<file path="src/rtl/fetch_stage.sv">
// fetch_stage: in-order instruction fetch with redirect kill and decode FIFO; FETCH_PERF_CNT_EN adds perf counters
module fetch_stage #(
  parameter logic [31:0] RESET_PC = 32'h0000_0000,
  parameter int FIFO_DEPTH = 2
) (
  input  logic        clk,
  input  logic        rst,
  output logic        imem_req_valid,
  input  logic        imem_req_ready,
  output logic [31:0] imem_req_addr,
  input  logic        imem_rsp_valid,
  input  logic [31:0] imem_rsp_data,
  input  logic        redirect_valid,
  input  logic [31:0] redirect_pc,
  output logic [63:0] inst_fetched_out,
  output logic        fetch_valid,
  input  logic        dec_ready
`ifdef FETCH_PERF_CNT_EN
  ,
  output logic [31:0] perf_fetched,
  output logic [31:0] perf_stall
`endif
);
  localparam int CW = $clog2(FIFO_DEPTH + 1);
  localparam int SW = CW + 1;
  logic [31:0] pc;
  logic [CW-1:0] outstanding, kill_cnt, fifo_cnt, pend_cnt, fifo_wr, pend_wr;
  logic [63:0] fifo [0:FIFO_DEPTH];
  logic [31:0] pend [0:FIFO_DEPTH];
  logic acc, rsp_match, live, pop;
  assign imem_req_addr = pc;
  always_comb begin
    imem_req_valid = !rst && !redirect_valid && ({1'b0, outstanding} + {1'b0, fifo_cnt} < SW'(FIFO_DEPTH));
    acc = imem_req_valid && imem_req_ready;
    rsp_match = imem_rsp_valid && outstanding != '0;
    live = rsp_match && kill_cnt == '0 && !redirect_valid;
    fetch_valid = !rst && fifo_cnt != '0;
    pop = fetch_valid && dec_ready;
    fifo_wr = fifo_cnt - CW'(pop);
    pend_wr = pend_cnt - CW'(live);
    inst_fetched_out = fetch_valid ? fifo[0] : '0;
  end
  // slot FIFO_DEPTH of each array is a constant-zero shift source
  always_ff @(posedge clk) begin
    if (rst) begin
      pc <= RESET_PC;
      outstanding <= '0;
      kill_cnt <= '0;
      fifo_cnt <= '0;
      pend_cnt <= '0;
      for (int i = 0; i <= FIFO_DEPTH; i++) begin
        fifo[i] <= '0;
        pend[i] <= '0;
      end
    end else begin
      pc <= redirect_valid ? {redirect_pc[31:2], 2'b00} : acc ? pc + 32'd4 : pc;
      outstanding <= outstanding + CW'(acc) - CW'(rsp_match);
      kill_cnt <= redirect_valid ? outstanding - CW'(rsp_match) : (rsp_match && kill_cnt != '0) ? kill_cnt - CW'(1) : kill_cnt;
      fifo_cnt <= redirect_valid ? '0 : fifo_cnt + CW'(live) - CW'(pop);
      pend_cnt <= redirect_valid ? '0 : pend_cnt + CW'(acc) - CW'(live);
      for (int i = 0; i < FIFO_DEPTH; i++) begin
        fifo[i] <= (live && fifo_wr == CW'(i)) ? {pend[0], imem_rsp_data} : pop ? fifo[i+1] : fifo[i];
        pend[i] <= (acc && pend_wr == CW'(i)) ? pc : live ? pend[i+1] : pend[i];
      end
    end
  end
`ifdef FETCH_PERF_CNT_EN
  always_ff @(posedge clk) begin
    if (rst) begin
      perf_fetched <= '0;
      perf_stall <= '0;
    end else begin
      perf_fetched <= perf_fetched + 32'(pop);
      perf_stall <= perf_stall + 32'(!fetch_valid);
    end
  end
`endif
endmodule

</file>
<file path="config.mk">
export PLATFORM = sky130hd
export DESIGN_NAME = fetch_stage
export DESIGN_NICKNAME = d
export VERILOG_FILES = /design/src/rtl/fetch_stage.sv
export SDC_FILE = /design/constraint.sdc
export NUM_CORES = 1
export LEC_CHECK = 0
export CAP_MARGIN = 20
export CORE_MARGIN = 10
export CORE_UTILIZATION = 39
export CTS_CLUSTER_DIAMETER = 150
export CTS_CLUSTER_SIZE = 8
export DETAILED_ROUTE_END_ITERATION = 7
export PLACE_DENSITY = 0.64
export SYNTH_ARGS = -nofsm -noshare
export SYNTH_HDL_FRONTEND = slang
export SYNTH_SLANG_ARGS = --single-unit
export TNS_END_PERCENT = 20
</file>
<file path="constraint.sdc">
create_clock -name clk -period 7.7 [get_ports clk]
set_input_delay 1.155 -clock clk [delete_from_list [all_inputs] [get_ports clk]]
set_output_delay 1.155 -clock clk [all_outputs]
set_load 0.01 [all_outputs]
</file>
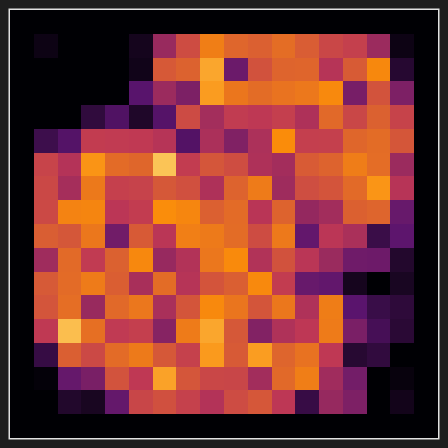
*Placement density heat map*
The die is cut into 18 by 18 equal tiles; black is low, pale yellow is high, 0 to 100% covered.
nearly empty tiles: 27%
fullest tile: 87%
tiles over 75% full: 3.4%

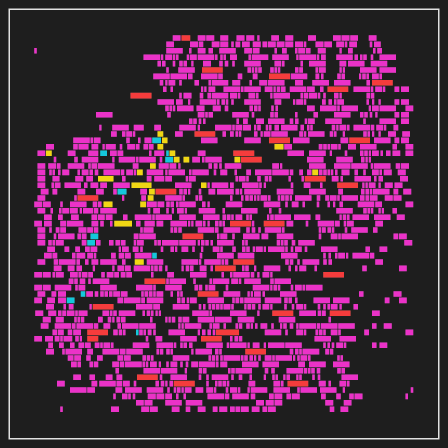
*Cells by drive strength*
[yellow] _3 and _4 cells | cells: 21 | share: 1.5% | most used: buf_4
[cyan] _2 cells | cells: 11 | share: 0.79%
[magenta] _0 and _1 cells | cells: 1333 | share: 95% | most used: nand2_1
[red] _6 and larger | cells: 34 | share: 2.4% | most used: clkbuf_16
Final Cell Area: 12700 sq um
Non-Clock Buffer Count: 177
Setup WS post-layout: 3.31 ns

==> results.cfg <==
; implementation run metrics
[setup_path]
crit_required_ns = 8.13
r2r_setup_slack_ns = 3.91
reg2reg_depth = 11
cp_cell_sequence = buf_6 > o21ba_2 > buf_4 > nand2_4 > inv_2 > ha_1 > xnor2_1 > nand4_1 > buf_4 > buf_4 > nor2_1 > a311oi_1
reg2reg_to = fifo[0][51]$_SDFFE_PP0P_
slowest_delay_ns = 0.64
crit_path_start_kind = input pin
critPathKind = in -> reg
arrival_ns = 4.83
crit_path_end = fifo[0][51]$_SDFFE_PP0P_
crit_path_max_fanout = 80
startpoint = rst
crit_path_top_delay_cell = buf_4
cp_common_cell = buf_4
end_kind = register

[clocking]
cts_max_level = 1
clk_root_buffer_cell = clkbuf_16
clk_latency_ns = 0.53
cts_sinks = 222
postCtsHoldBufs = 0
max-clock-path-buffers = 3
post-cts-setup-buffers = 0
numCtsBuffers = 31
clk_pin_slew_ns = 0.05
cts.repair.resized = 0
cts_tree = done

[run]
warning_count = 28
maxCapViolCount = 0

[die]
tap-cell-count = 335
core_area_sq_um = 25900
core_util_floorplan_pct = 39.5
num_rows = 59
die.size.y_um = 182
die_w_um = 182
die-area_sq_um = 33100
ios = 168

[layout]
nNetsFinal = 1482
seq_cells = 222
sh_comb_area_pct = 41.0
finalNonFillerCells = 1734
n_all_inverters = 18
regMostFlops = fifo
regArea_sq_um = 4440
largest_register_ffs = 124
syn_to_final_growth_pct = 23.9
drive_gt1_share_pct = 4.72
largestClassByArea = multi-input combinational cells
buf_share_pct = 13.8
final-comb-area_sq_um = 5200
seq_share_pct = 35.1
nClkBuffers = 32
fillers = 2536
multi_input_comb_cells = 950
clockNetworkAreaShare_pct = 6.23

[detailed_routing]
routed_via_density = 5.46
dr.pass1.iters = 5
wirelength_um = 30300
drc = 0
ant_nets = 0
dr_total_vias = 9476
post_drt_wl_per_cell_um = 17.4

[yosys]
syn-instance-count = 1311
top_cells_by_area = dfxtp_1 43%, nand2_1 11%, a311oi_1 8.3%
ys_sh_xor_pct = 1.46
synth.distinct_cells = 65
yosysWarnings = 0
synth-simple-area-share_pct = 30.2
most_common_cell = nand2_1
mux_area_share_pct = 0.110
synthArstFlopShare_pct = 0
synth_top_cell_by_area = dfxtp_1
numSynthFlops = 222
ff_type = dfxtp_1
adder_share_pct = 1.54
logic_family = simple AND/OR/NAND/NOR gates
synth_seq_share_pct = 43.5
yosys.area_share.aoi_pct = 17.2
yosys-stat-cells = 1311
edf_count = 0
syn_area_sq_um = 10200
top_cell_area_share_pct = 43.5
ys_area_sq_um = 10200
common_cells = 298 x nand2_1, 222 x dfxtp_1, 117 x nor2_1, 107 x nand3_1, 101 x a21oi_1

[sta]
timing.final.crit_share_pct = 57.0
slew-limit-headroom_pct = 44.5
worst_clock_skew_ns = 0.00675
hold_slack_ns = 0.464
rsz0062_at_grt = false
min_period_ns = 4.39
fmax_mhz = 228
tns_ns = 0
tightest_slew_ns = 0.832
hold_violations = 0
setup_violations = 0
drv_slew = 0

[place]
dp_hpwl_um = 18800
pre_cts_ws_ns = 2.58
port_buffers = 161
place.gp.congestion = 0.814
placed_cells = 1701

[grt]
overflow = 0
grt_first_pass_wirelength_um = 48700
antenna_found_initial = 0
grt_usage_pct = 17.2
grt_pass1_vias = 8941

[power_and_ir_drop]
p_comb_w = 0.000409
pwr-share-clk_pct = 40.1
leakage_nw = 4.26
powerDensity_nw_per_um2 = 228
peakVddDrop_uv = 153
powerSeq_w = 0.00132
p_int_w = 0.00212
power.group.top = registers
seq_power_share_pct = 45.7
clk-power_w = 0.00116
p_total_w = 0.00289
p_sw_share_pct = 26.8
p_sw_w = 0.000775
power_frac_comb_pct = 14.1

[worst_hold_path]
hold_path_end = pend[0][34]$_SDFFE_PP0P_
hold_depth = 2
hp-start = pend[0][34]$_SDFFE_PP0P_
hp-class = reg -> reg

[run_status]
status = completed
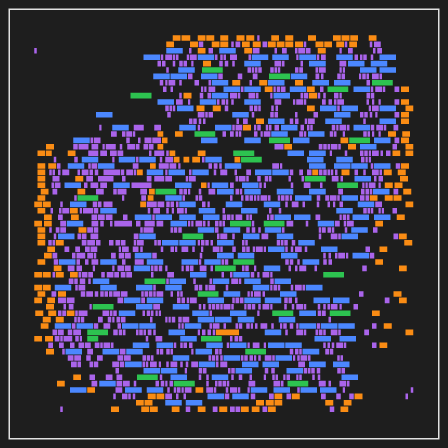
*Placed cells, one color a class*
[green] clock drivers and dummy loads | cells: 32
[purple] combinational and other logic | cells: 968
[orange] other buffers and delay cells | cells: 177
[blue] flops | cells: 222

-- layer usage --
layer	track usage [%]	vias up	share of wire, %
li1	-	4757	-
met1	23.8	4391	47
met2	26.5	291	44
met3	4.12	37	7.2
met4	3.68	0	1.4
met5	0	-	0
-- cell usage in the layout, fill, tap and decap left out, types with 11 or more instances in the layout --
cell and instances:
nand2_1 297, dfxtp_1 222, clkdlybuf4s50_1 160, nor2_1 117, nand3_1 107, a21oi_1 101
a311oi_1 97, and2_1 71, clkbuf_16 31, nand4_1 15, inv_1 15, buf_4 15
a211oi_1 11, xnor2_1 11, or4_1 11, ha_1 11
-- worst max-delay path, delay by kind of cell --
family,cells,cell delay (ns)
compound gates,2,0.51
simple gates,3,0.78
xor+xnor,1,0.15
buf+inv,5,1.89
fa+ha+maj,1,0.22
Power is estimated from default activity; no workload was simulated.
